### src/rtl/rv_i2c_target_pkg.sv
// rv_i2c_target_pkg: shared state encoding, bus event type and pad constants for the I2C target
package rv_i2c_target_pkg;
  localparam logic I2C_RELEASED = 1'b1;
  typedef enum logic [2:0] {
    IDLE, ADDR, ADDR_ACK, WR_DATA, WR_ACK, RD_DATA, RD_ACK, IGNORE
  } state_e;
  typedef struct packed {
    logic start;
    logic stop;
  } bus_ev_t;
endpackage

### src/rtl/rv_i2c_line_filter.sv
// rv_i2c_line_filter: 2-flop synchronizer, run-length glitch filter and edge detect for one bus line
module rv_i2c_line_filter #(
  parameter int unsigned FILTER_DEPTH = 3
) (
  input  logic clk,
  input  logic rst,
  input  logic line_i,
  output logic level_o,
  output logic rise_o,
  output logic fall_o
);
  logic [1:0] sync_q;
  logic [3:0] cnt_q;
  logic lvl_q, rise_q, fall_q, accept;
  assign accept = (sync_q[1] != lvl_q) && (cnt_q == 4'(FILTER_DEPTH - 1));
  // filtered level follows the synchronized line only after FILTER_DEPTH consecutive differing samples
  always_ff @(posedge clk) begin
    if (rst) begin
      sync_q <= 2'b11;
      cnt_q  <= '0;
      lvl_q  <= 1'b1;
      rise_q <= 1'b0;
      fall_q <= 1'b0;
    end else begin
      sync_q <= {sync_q[0], line_i};
      cnt_q  <= (sync_q[1] == lvl_q || accept) ? '0 : cnt_q + 4'd1;
      lvl_q  <= accept ? sync_q[1] : lvl_q;
      rise_q <= accept & sync_q[1];
      fall_q <= accept & ~sync_q[1];
    end
  end
  assign level_o = lvl_q;
  assign rise_o  = rise_q;
  assign fall_o  = fall_q;
endmodule

### src/rtl/rv_i2c_target.sv
// rv_i2c_target: 7-bit I2C target with RX/TX byte streams; clock stretching enabled by RV_I2C_TARGET_CLOCK_STRETCH_EN
module rv_i2c_target
  import rv_i2c_target_pkg::*;
#(
  parameter logic [6:0]  ADDRESS      = 7'h50,
  parameter int unsigned FILTER_DEPTH = 3
) (
  input  logic       clk,
  input  logic       rst,
  input  logic       scl_i,
  output logic       scl_o,
  output logic       scl_t,
  input  logic       sda_i,
  output logic       sda_o,
  output logic       sda_t,
  output logic       rx_valid,
  input  logic       rx_ready,
  output logic [7:0] rx_data,
  output logic       rx_first,
  input  logic       tx_valid,
  output logic       tx_ready,
  input  logic [7:0] tx_data,
  output logic       busy,
  output logic       start_pulse,
  output logic       stop_pulse,
  output logic       err_pulse
);
  state_e     state_q;
  logic [3:0] bit_cnt_q;
  logic [7:0] shift_q, rx_data_q;
  logic rw_q, sda_t_q, rx_valid_q, rx_first_q, first_pend_q, captured_q;
  logic tx_ready_q, busy_q, start_q, stop_q, err_q;
  logic scl_lvl, scl_rise, scl_fall, sda_lvl, sda_rise, sda_fall;
  logic addr_hit, tx_load;
  bus_ev_t ev;
`ifdef RV_I2C_TARGET_CLOCK_STRETCH_EN
  logic scl_t_q, rx_wait_q, tx_wait_q;
  assign scl_t = scl_t_q;
`else
  assign scl_t = I2C_RELEASED;
`endif
  rv_i2c_line_filter #(.FILTER_DEPTH(FILTER_DEPTH)) u_scl (
    .clk(clk), .rst(rst), .line_i(scl_i), .level_o(scl_lvl), .rise_o(scl_rise), .fall_o(scl_fall)
  );
  rv_i2c_line_filter #(.FILTER_DEPTH(FILTER_DEPTH)) u_sda (
    .clk(clk), .rst(rst), .line_i(sda_i), .level_o(sda_lvl), .rise_o(sda_rise), .fall_o(sda_fall)
  );
  assign ev.start = sda_fall & scl_lvl;
  assign ev.stop  = sda_rise & scl_lvl;
  assign addr_hit = (shift_q[7:1] == ADDRESS) && (|shift_q[7:1]);
  assign tx_load  = scl_fall && ((state_q == ADDR_ACK && rw_q) || (state_q == RD_ACK && !shift_q[0]));
  // protocol FSM: bus events win over SCL edges; SDA drive changes are registered after a filtered SCL fall
  always_ff @(posedge clk) begin
    if (rst) begin
      state_q      <= IDLE;
      bit_cnt_q    <= '0;
      shift_q      <= '0;
      rw_q         <= 1'b0;
      sda_t_q      <= I2C_RELEASED;
      rx_valid_q   <= 1'b0;
      rx_data_q    <= '0;
      rx_first_q   <= 1'b0;
      first_pend_q <= 1'b0;
      captured_q   <= 1'b0;
      tx_ready_q   <= 1'b0;
      busy_q       <= 1'b0;
      start_q      <= 1'b0;
      stop_q       <= 1'b0;
      err_q        <= 1'b0;
`ifdef RV_I2C_TARGET_CLOCK_STRETCH_EN
      scl_t_q      <= I2C_RELEASED;
      rx_wait_q    <= 1'b0;
      tx_wait_q    <= 1'b0;
`endif
    end else begin
      tx_ready_q <= 1'b0;
      start_q    <= ev.start;
      stop_q     <= ev.stop & ~ev.start;
      err_q      <= 1'b0;
      if (rx_valid_q && rx_ready) rx_valid_q <= 1'b0;
      if (ev.start || ev.stop) begin
        state_q   <= ev.start ? ADDR : IDLE;
        bit_cnt_q <= '0;
        sda_t_q   <= I2C_RELEASED;
        busy_q    <= ev.start ? busy_q : 1'b0;
`ifdef RV_I2C_TARGET_CLOCK_STRETCH_EN
        scl_t_q   <= I2C_RELEASED;
        rx_wait_q <= 1'b0;
        tx_wait_q <= 1'b0;
`endif
      end else begin
        if (scl_rise && (state_q == ADDR || state_q == WR_DATA || state_q == RD_ACK))
          shift_q <= {shift_q[6:0], sda_lvl};
        if (scl_rise && (state_q == ADDR || state_q == WR_DATA))
          bit_cnt_q <= bit_cnt_q + 4'd1;
        if (scl_rise && state_q == WR_DATA && bit_cnt_q == 4'd7) begin
          captured_q <= !rx_valid_q;
          if (!rx_valid_q) begin
            rx_valid_q   <= 1'b1;
            rx_data_q    <= {shift_q[6:0], sda_lvl};
            rx_first_q   <= first_pend_q;
            first_pend_q <= 1'b0;
          end
        end
        if (scl_fall) begin
          case (state_q)
            ADDR: if (bit_cnt_q == 4'd8) begin
              state_q      <= addr_hit ? ADDR_ACK : IGNORE;
              sda_t_q      <= addr_hit ? 1'b0 : I2C_RELEASED;
              busy_q       <= busy_q | addr_hit;
              first_pend_q <= addr_hit;
              rw_q         <= shift_q[0];
              bit_cnt_q    <= '0;
            end
            ADDR_ACK: begin
              state_q   <= rw_q ? RD_DATA : WR_DATA;
              sda_t_q   <= I2C_RELEASED;
              bit_cnt_q <= '0;
            end
            WR_DATA: if (bit_cnt_q == 4'd8) begin
              state_q   <= WR_ACK;
              bit_cnt_q <= '0;
`ifdef RV_I2C_TARGET_CLOCK_STRETCH_EN
              sda_t_q   <= captured_q ? 1'b0 : I2C_RELEASED;
              scl_t_q   <= captured_q ? I2C_RELEASED : 1'b0;
              rx_wait_q <= !captured_q;
`else
              sda_t_q   <= captured_q ? 1'b0 : I2C_RELEASED;
              err_q     <= !captured_q;
`endif
            end
            WR_ACK: begin
              state_q   <= WR_DATA;
              sda_t_q   <= I2C_RELEASED;
              bit_cnt_q <= '0;
            end
            RD_DATA: begin
              state_q   <= (bit_cnt_q == 4'd7) ? RD_ACK : RD_DATA;
              sda_t_q   <= (bit_cnt_q == 4'd7) ? I2C_RELEASED : shift_q[6];
              shift_q   <= {shift_q[6:0], 1'b0};
              bit_cnt_q <= (bit_cnt_q == 4'd7) ? '0 : bit_cnt_q + 4'd1;
            end
            RD_ACK: begin
              state_q   <= shift_q[0] ? IGNORE : RD_DATA;
              bit_cnt_q <= '0;
            end
            default: ;
          endcase
        end
        if (tx_load) begin
          if (tx_valid) begin
            shift_q    <= tx_data;
            sda_t_q    <= tx_data[7];
            tx_ready_q <= 1'b1;
          end else begin
`ifdef RV_I2C_TARGET_CLOCK_STRETCH_EN
            sda_t_q   <= I2C_RELEASED;
            scl_t_q   <= 1'b0;
            tx_wait_q <= 1'b1;
`else
            shift_q   <= 8'hFF;
            sda_t_q   <= I2C_RELEASED;
            err_q     <= 1'b1;
`endif
          end
        end
`ifdef RV_I2C_TARGET_CLOCK_STRETCH_EN
        if (tx_wait_q && tx_valid) begin
          shift_q    <= tx_data;
          sda_t_q    <= tx_data[7];
          tx_ready_q <= 1'b1;
          scl_t_q    <= I2C_RELEASED;
          tx_wait_q  <= 1'b0;
        end
        if (rx_wait_q && !rx_valid_q) begin
          rx_valid_q   <= 1'b1;
          rx_data_q    <= shift_q;
          rx_first_q   <= first_pend_q;
          first_pend_q <= 1'b0;
          sda_t_q      <= 1'b0;
          scl_t_q      <= I2C_RELEASED;
          rx_wait_q    <= 1'b0;
        end
`endif
      end
    end
  end
  assign scl_o       = 1'b0;
  assign sda_o       = 1'b0;
  assign sda_t       = sda_t_q;
  assign rx_valid    = rx_valid_q;
  assign rx_data     = rx_data_q;
  assign rx_first    = rx_first_q;
  assign tx_ready    = tx_ready_q;
  assign busy        = busy_q;
  assign start_pulse = start_q;
  assign stop_pulse  = stop_q;
  assign err_pulse   = err_q;
endmodule
### config.mk
export PLATFORM = sky130hd
export DESIGN_NAME = rv_i2c_target
export DESIGN_NICKNAME = d
export VERILOG_FILES = /design/src/rtl/rv_i2c_target_pkg.sv /design/src/rtl/rv_i2c_line_filter.sv /design/src/rtl/rv_i2c_target.sv
export SDC_FILE = /design/constraint.sdc
export NUM_CORES = 1
export LEC_CHECK = 0
export CAP_MARGIN = 20
export CORE_MARGIN = 4
export CORE_UTILIZATION = 45
export DETAILED_ROUTE_END_ITERATION = 12
export DONT_BUFFER_PORTS = 1
export PLACE_DENSITY = 0.66
export SLEW_MARGIN = 40
export SYNTH_ARGS = -nofsm -noshare
export SYNTH_HDL_FRONTEND = slang
export SYNTH_SLANG_ARGS = --single-unit
### constraint.sdc
create_clock -name clk -period 4.2 [get_ports clk]
set_clock_uncertainty 0.1 [all_clocks]
set_input_delay 0.84 -clock clk [delete_from_list [all_inputs] [get_ports clk]]
set_output_delay 0.84 -clock clk [all_outputs]
set_load 0.02 [all_outputs]
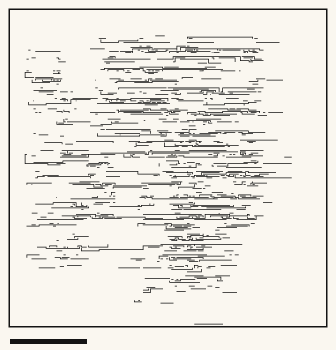
Run 1: metal 1
Scale bar: 20 um.
nets with wire on the layer: 279
wire length on this layer: 2350 um
share of all routed wire: 46%

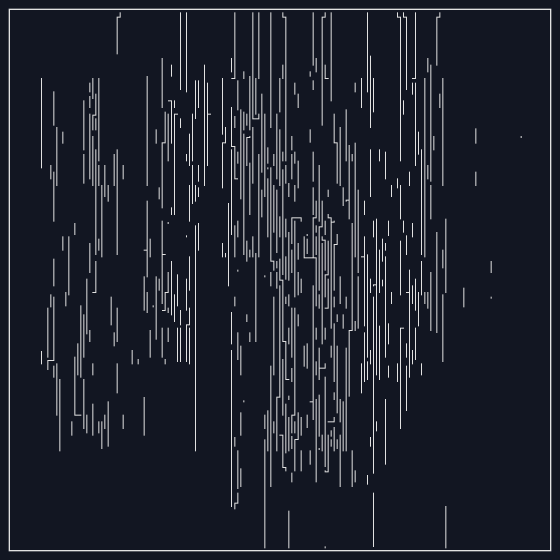
Run 1: metal 2
nets with wire on the layer: 229
longest straight run: 34.3 um
share of all routed wire: 46%
main direction: vertical
wire length on this layer: 2360 um
met2 Usage GRT: 23.6%
via count: 1925

==> summary.txt, run 1 <==
Physical implementation status

For this run, the chip area from Yosys synthesis comes to 2490 um2. CTS placed an instance of clkbuf_8 at the clock tree root. The endpoint identified for the worst register-to-register timing path is rx_data[7]$_SDFFE_PP0P_. The fraction of post-synthesis cell area in the top cell type by area stands at 41.8%. Looking at the cell usage after synthesis, the top flip-flop cell is dfxtp_1. Per the post-synthesis report, the number of cells in the design is 288.

The most common logic cells in the final layout are dfxtp_1 (52), nor2_1 (37), nand2_1 (34). Once the clock tree was built, the setup fixing pass inserted 0 buffers. Grouping stages by cell kind, the critical path spends the most delay in simple AND/OR/NAND/NOR gates. dfxtp_1 is the most common cell in the netlist. The logic depth of the worst setup path including buffers stands at 5. The normalized max-slew margin stands at 47.4%.

The die is 82.4 um wide. The worst register-to-register path begins at u_sda.fall_o$_SDFF_PP0_. The mapped netlist covers 2490 um2.

The reported leakage power stands at 0.904 nW. Buffers inserted during clock tree synthesis total 5. The via count of the first global-routing pass came to 1705. Before antenna repair, the detailed router went through 4 iterations. The run reported a max-capacitance violation count of 0.

The required time reported for the critical path endpoint stands at 4.33 ns. The number of different library cells in the post-synthesis netlist stands at 58. After global routing, the most crowded layer is met2. After layout, the worst path uses 54.6% of the clock period. The pin closest to its max-slew limit shows a slew of 0.784 ns. Detailed placement reports a standard cell area of 2480 um2. Detailed placement ended at an HPWL of 3570 um. For this design, the sink count on the clock tree is 52.

According to the I/O placement log, the pin count is 33. The worst setup path is launched from a flip-flop. The worst-case reg-to-reg setup slack stands at 1.91 ns. Counting only logic cells after layout, the most numerous master is dfxtp_1.

The main area contributors are dfxtp_1 (42%), nor2_1 (5.6%), nand2_1 (5.1%). The placement-stage worst setup slack stands at 1.95 ns. The worst path setup slack after routing stands at 1.91 ns.

Counting flops with a built-in enable in the synthesized netlist gives 0. The area of the die stands at 6780 um2. The maximum number of pins on one net before global-route repair stands at 41. The run finished with clean final reports.

The end-of-flow core utilization stands at 49.2%. The detailed placer reported the number of placed instances as 342. The end-of-flow timing check tallies setup violations at 0.
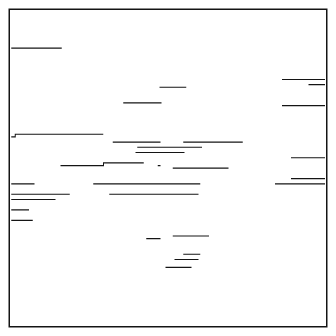
Run 1: M3 wires
main direction: horizontal
longest straight run: 27.6 um
nets with wire on the layer: 24
wire length on this layer: 324 um
share of all routed wire: 6.3%
total routed wirelength: 5100 um
met3 routing resource usage after global routing: 4.23%

[run 1: logic make-up after synthesis]
group,share of synthesized area (%)
AND/OR/NAND/NOR,27.1
AND-OR/OR-AND,16.8
flip-flops,41.8
buffers and inverters,5.23
multiplexers,3.62
adder cells (fa/ha/maj),3.02
XOR/XNOR,2.11
other,0.302
[run 1: area by class of cell]
| cell class | count | area (um2) |
|---|---|---|
| Clock buffer | 7 | 96.3 |
| Tap cell | 70 | 87.6 |
| Multi-Input combinational cell | 212 | 1320 |
| Sequential cell | 52 | 1040 |
| Inverter | 8 | 30.0 |
| Fill cell | 498 | 2660 |
[run 1: state kept, by name (all words and copies together), names as in the netlist, 2 cells and up]
signal,cells
rx_data,8
shift_q,8
bit_cnt_q,4
u_scl.cnt_q,4
u_sda.cnt_q,4
state_q,3
u_scl.sync_q,2
u_sda.sync_q,2
[run 1: worst min path at each step]
stage,start,endpoint,slack [ns],depth (start not counted)
after detailed placement,u_sda.sync_q[0]$_SDFF_PP1_,u_sda.sync_q[1]$_SDFF_PP1_,0.30,1
after global placement,u_scl.sync_q[0]$_SDFF_PP1_,u_scl.sync_q[1]$_SDFF_PP1_,0.29,1
after global routing,u_scl.sync_q[0]$_SDFF_PP1_,u_scl.sync_q[1]$_SDFF_PP1_,0.33,1
final,u_sda.sync_q[0]$_SDFF_PP1_,u_sda.sync_q[1]$_SDFF_PP1_,0.32,1
after floorplan,u_scl.sync_q[0]$_SDFF_PP1_,u_scl.sync_q[1]$_SDFF_PP1_,0.29,1
after CTS,u_sda.sync_q[0]$_SDFF_PP1_,u_sda.sync_q[1]$_SDFF_PP1_,0.32,1
[run 1: report_power, final]
part	total (W)	switching [W]	internal (W)
logic	0.00000993	0.00000605	0.00000389
clock network	0.000301	0.000154	0.000147
registers	0.000497	0.00000189	0.000495
==> run 2, diff against run 1 <==
Settings changed: PLACE_DENSITY 0.66 to 0.68.
Clock period 4.2 ns to 2 ns, I/O delays scaled along.
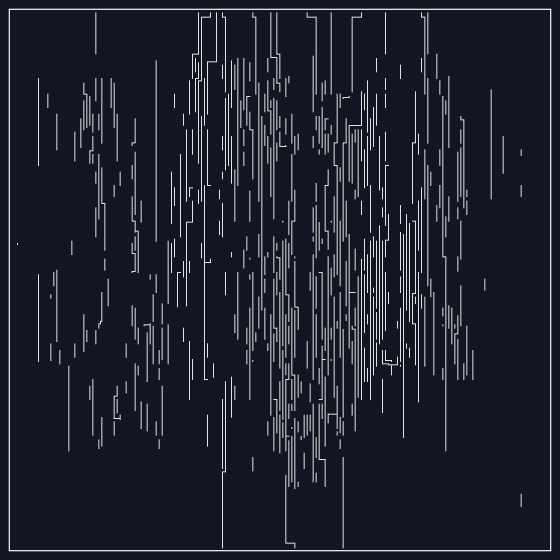
Run 2: metal 2
wire length on this layer: 2520 um
share of all routed wire: 47%
longest straight run: 30.9 um
via count: 2000
met2 Usage GRT: 26.7%
total routed wirelength: 5380 um

==> summary.txt, run 2 <==
Physical implementation status

Result of the run: finished, final reports clean (unchanged). The clock tree root driver cell is clkbuf_8 (unchanged). The normalized max-slew margin stands at 66.4% (was 47.4%). The TritonCTS clock tree was done (unchanged). The placement-stage worst setup slack stands at 0.110 ns (was 1.95 ns). The worst-margin pin slew is 0.505 ns (was 0.784 ns). The chip area from the yosys synthesis statistics stands at 2490 um2 (unchanged). The library cell with the highest instance count after synthesis is dfxtp_1 (unchanged). The highest-power group is sequential cells (unchanged). The instance tally after logic synthesis was 288 (unchanged).

The most common logic cell in the routed design is dfxtp_1 (unchanged). The sequential cell area in the final layout stands at 1040 um2 (about the same). The worst path setup slack after routing is 0.124 ns (was 1.91 ns). Leading cell types in the layout, fill and taps excluded: dfxtp_1 (51), nor2_1 (36), nand2_1 (34) (was dfxtp_1 (52), nor2_1 (37), nand2_1 (34)). The design internal power is 0.00143 W (was 0.000646 W).

The net switching power of the design stands at 0.000362 W (was 0.000162 W). The required time reported for the critical path endpoint stands at 2.09 ns (was 4.33 ns). The horizontal die size is 82.4 um (unchanged).

The detailed-placement wirelength estimate came to 3850 um (was 3570 um). The share of total power consumed by net switching is 20.3% (was 20.0%). The reported leakage power stands at 0.968 nW (was 0.904 nW). Dominant cells by area after synthesis: dfxtp_1 (42%), nor2_1 (5.6%), nand2_1 (5.1%) (unchanged).

The number of different library cells in the post-synthesis netlist stands at 58 (unchanged). The total power of the final layout is 0.00179 W (was 0.000808 W). The power consumed by combinational cells is 0.0000207 W (was 0.00000993 W). The hold path startpoint is rst (was u_sda.sync_q[0]$_SDFF_PP1_).

The I/O pin total came to 33 (unchanged). The number of iterations in the first detailed-routing pass is 4 (unchanged). The count of endpoints failing setup in the final report is 0 (unchanged). The area of the die was 6780 um2 (unchanged). The instance area after placement stands at 2560 um2 (was 2480 um2). The total area of multi-input combinational cells was 1340 um2 (was 1320 um2). The netlist area before placement is 2490 um2 (unchanged). The clock group total power is 0.000725 W (was 0.000301 W). The number of clock buffers inserted by TritonCTS came to 5 (unchanged).

The sequential power stands at 0.00104 W (was 0.000497 W). The maximum number of pins on one net before global-route repair came to 41 (unchanged). The fraction of post-synthesis cell area in the top cell type by area stands at 41.8% (unchanged). The buffers inserted during post-CTS setup optimization is 0 (unchanged).

The top flip-flop cell by instance count after synthesis is dfxtp_1 (unchanged). The insertion delay to the later sink of the worst-skew pair was 0.30 ns (about the same). The relative contribution of sequential cells to total power was 58.3% (was 61.5%). The type of origin of the critical path is a flip-flop (unchanged). The H-tree level count is 2 (unchanged). The critical register-to-register path startpoint is shift_q[4]$_SDFFE_PP0N_ (was u_sda.fall_o$_SDFF_PP0_). The proportion of power drawn by combinational gates is 1.2% (about the same). The clock group share of total power was 40.5% (was 37.2%). The fraction of the cycle the final worst path needs stands at 93.8% (was 54.6%).

The post-synth tally of flip-flops with integrated enable is 0 (unchanged). The number of fillers in the final layout stands at 493 (was 498).
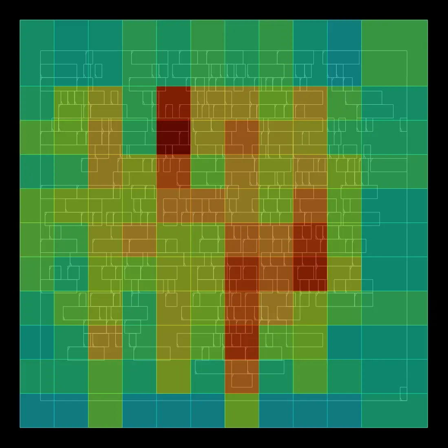
Run 2: congestion heat map
mean routed wirelength per cell: 14.9 um
global-route usage over all layers: 16.9%
final core utilization: 51.5%
grt peak-use layer: met2

run 2: cell types whose count changed in the layout (fill, tap and decap cells not counted), sizes merged:
cell    before  now
inv          8    9
bufinv       0    1
clkbuf       7    6
buf          0   11
run 2: area by class of cell:
type / instances / area share (%)
Clock inverter: 2 / 1.44
Clock buffer: 6 / 2.69
Timing Repair Buffer: 11 / 3.06
Multi-Input combinational cell: 212 / 49.8
Inverter: 8 / 1.11
Sequential cell: 52 / 38.7
Tap cell: 70 / 3.25
run 2: what timing repair did:
| action | in CTS | in global routing |
|---|---|---|
| endpoints found under the hold margin | 0 | 0 |
| endpoints found under the setup margin | 0 | 9 |
| gates resized | 0 | 7 |
run 2: worst paths after layout:
path,to,slack [ns],depth (start not counted)
hold reg to reg,u_sda.sync_q[1]$_SDFF_PP1_,0.32,1
setup / recovery,sda_t$_SDFFE_PP1P_,0.12,5
hold / removal,busy$_SDFFE_PP0P_,0.08,1
setup reg to reg,sda_t$_SDFFE_PP1P_,0.12,5
run 2: kinds of logic after synthesis:
kind of cell	synth area share (%)
simple gates	27.1
mux	3.62
other cells	0.302
xor+xnor	2.11
buf+inv	5.23
compound gates	16.8
flops	41.8
fa+ha+maj	3.02
run 2: worst max-delay path, cell delays in order (launching register included):
cell and delay (ns):
dfxtp_1 0.36, or4b_4 0.57, nor4_4 0.28, a211oi_1 0.12, a211oi_2 0.24, o31ai_1 0.10
run 2: metal layers:
metal / track usage [%] / vias up / wire, um
met5: 0 / - / 0
met4: 5.48 / 0 / 50
met3: 4.66 / 6 / 325
met2: 26.7 / 57 / 2520
met1: 22.3 / 928 / 2490
li1: - / 1009 / -
==> run 3, diff against run 2 <==
Settings changed: GPL_TIMING_DRIVEN from default to 1.
==> summary.txt, run 3 <==
Physical implementation status

The overall global routing resource usage is 16.9% (unchanged). The required time reported for the critical path endpoint stands at 2.09 ns (about the same). The number of buffer and inverter instances along the worst setup path stands at 0 (unchanged).

The number of iterations in the first detailed-routing pass stands at 4 (unchanged). Leading cell types in the layout, fill and taps excluded: dfxtp_1 (51), nor2_1 (36), nand2_1 (34) (unchanged). The detailed-placement wirelength estimate is 3850 um (unchanged). The TritonCTS clock tree is done (unchanged). The net switching power of the design stands at 0.000362 W (unchanged). The chip area from the yosys synthesis statistics stands at 2490 um2 (unchanged). Result of the run: finished, final reports clean (unchanged). The clock group share of total power was 40.5% (about the same). The number of instances resized during post-cts repair stands at 0 (unchanged). The most common logic cell in the routed design was dfxtp_1 (unchanged). The I/O pin total stands at 33 (unchanged). CP cell instances: or4b_4, nor4_4, a211oi_1, a211oi_2, o31ai_1 (unchanged). The vias after detailed routing stands at 2000 (unchanged). The largest stage delay on the critical path is 0.57 ns (about the same). The maximum number of pins on one net before global-route repair stands at 41 (unchanged). The sequential power stands at 0.00104 W (about the same). The via count of the first global-routing pass is 1923 (unchanged). The type of origin of the critical path is a flip-flop (unchanged). The number of different library cells in the post-synthesis netlist was 58 (unchanged).
run 3: cell counts after synthesis:
Identical to the previous run, type by type.
run 3: cell type report:
cell class	count	area, um2	area share (%)
tap	70	87.6	3.25
sequential	52	1040	38.7
inverter	8	30.0	1.11
clock inverter	2	38.8	1.44
timing repair buffer	11	82.6	3.06
multi-input combinational	212	1340	49.8
clock buffer	6	72.6	2.69
run 3: kinds of logic after synthesis:
group	count (synthesis)	synth area share (%)
adders and majority gates	6	3.02
buffers and inverters	25	5.23
DFF	52	41.8
AOI/OAI and AO/OA	60	16.8
and+or+nand+nor	128	27.1
xor gates and xnor gates	6	2.11
other	2	0.302
muxes	9	3.62
run 3: metrics by stage:
step	total power, W	area [um2]	std cells	setup slack (ns)	utilization, %
floorplan	0.00110	2490	289	0.232	-
global placement	0.00109	2560	353	0.103	48.9
detailed placement	0.00109	2560	353	0.110	48.9
CTS	0.00181	2670	361	0.0219	51.1
global route	0.00185	2700	361	0.0119	51.5
finish	0.00179	2700	361	0.124	51.5
run 3: worst paths after layout:
| path | start | endpoint | slack, ns | depth (start not counted) |
|---|---|---|---|---|
| max | shift_q[4]$_SDFFE_PP0N_ | sda_t$_SDFFE_PP1P_ | 0.12 | 5 |
| min | rst | busy$_SDFFE_PP0P_ | 0.08 | 1 |
| max reg2reg | shift_q[4]$_SDFFE_PP0N_ | sda_t$_SDFFE_PP1P_ | 0.12 | 5 |
| min reg2reg | u_sda.sync_q[0]$_SDFF_PP1_ | u_sda.sync_q[1]$_SDFF_PP1_ | 0.32 | 1 |
run 3: metal layers:
metal  routed length (um)  GRT usage [%]
met4                   50           5.48
met1                 2490           22.3
met3                  325           4.66
met5                    0              0
met2                 2520           26.7
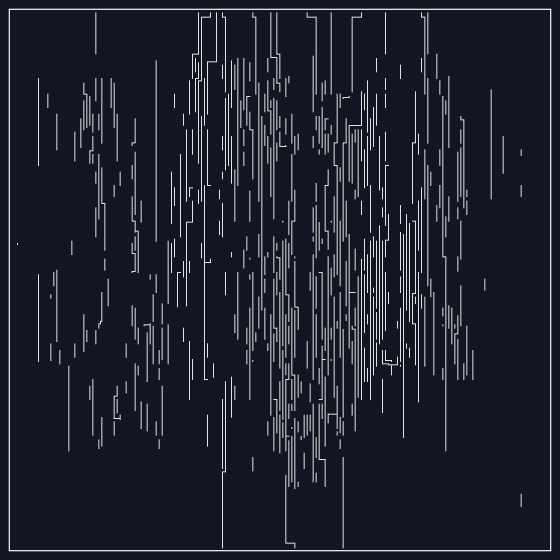
Run 3: metal 2
longest straight run: 30.9 um
nets with wire on the layer: 241
share of all routed wire: 47%
main direction: vertical
wire length on this layer: 2520 um

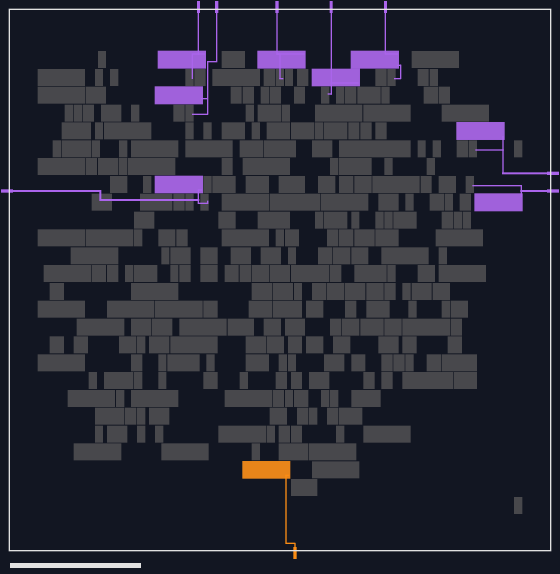
Run 3: nets reached from selected ports
Scale bar: 20 um.
| port | colour | bits | direction | edge | end cells | wire |
|---|---|---|---|---|---|---|
| tx_ready | orange | 1 | output | south | 1 | 12.9 um |
| rx_data | purple | 8 | output | 5 north, 2 east, 1 west | 8 | 139 um |

No activity file was given, so power comes from the tool's default toggle rates.
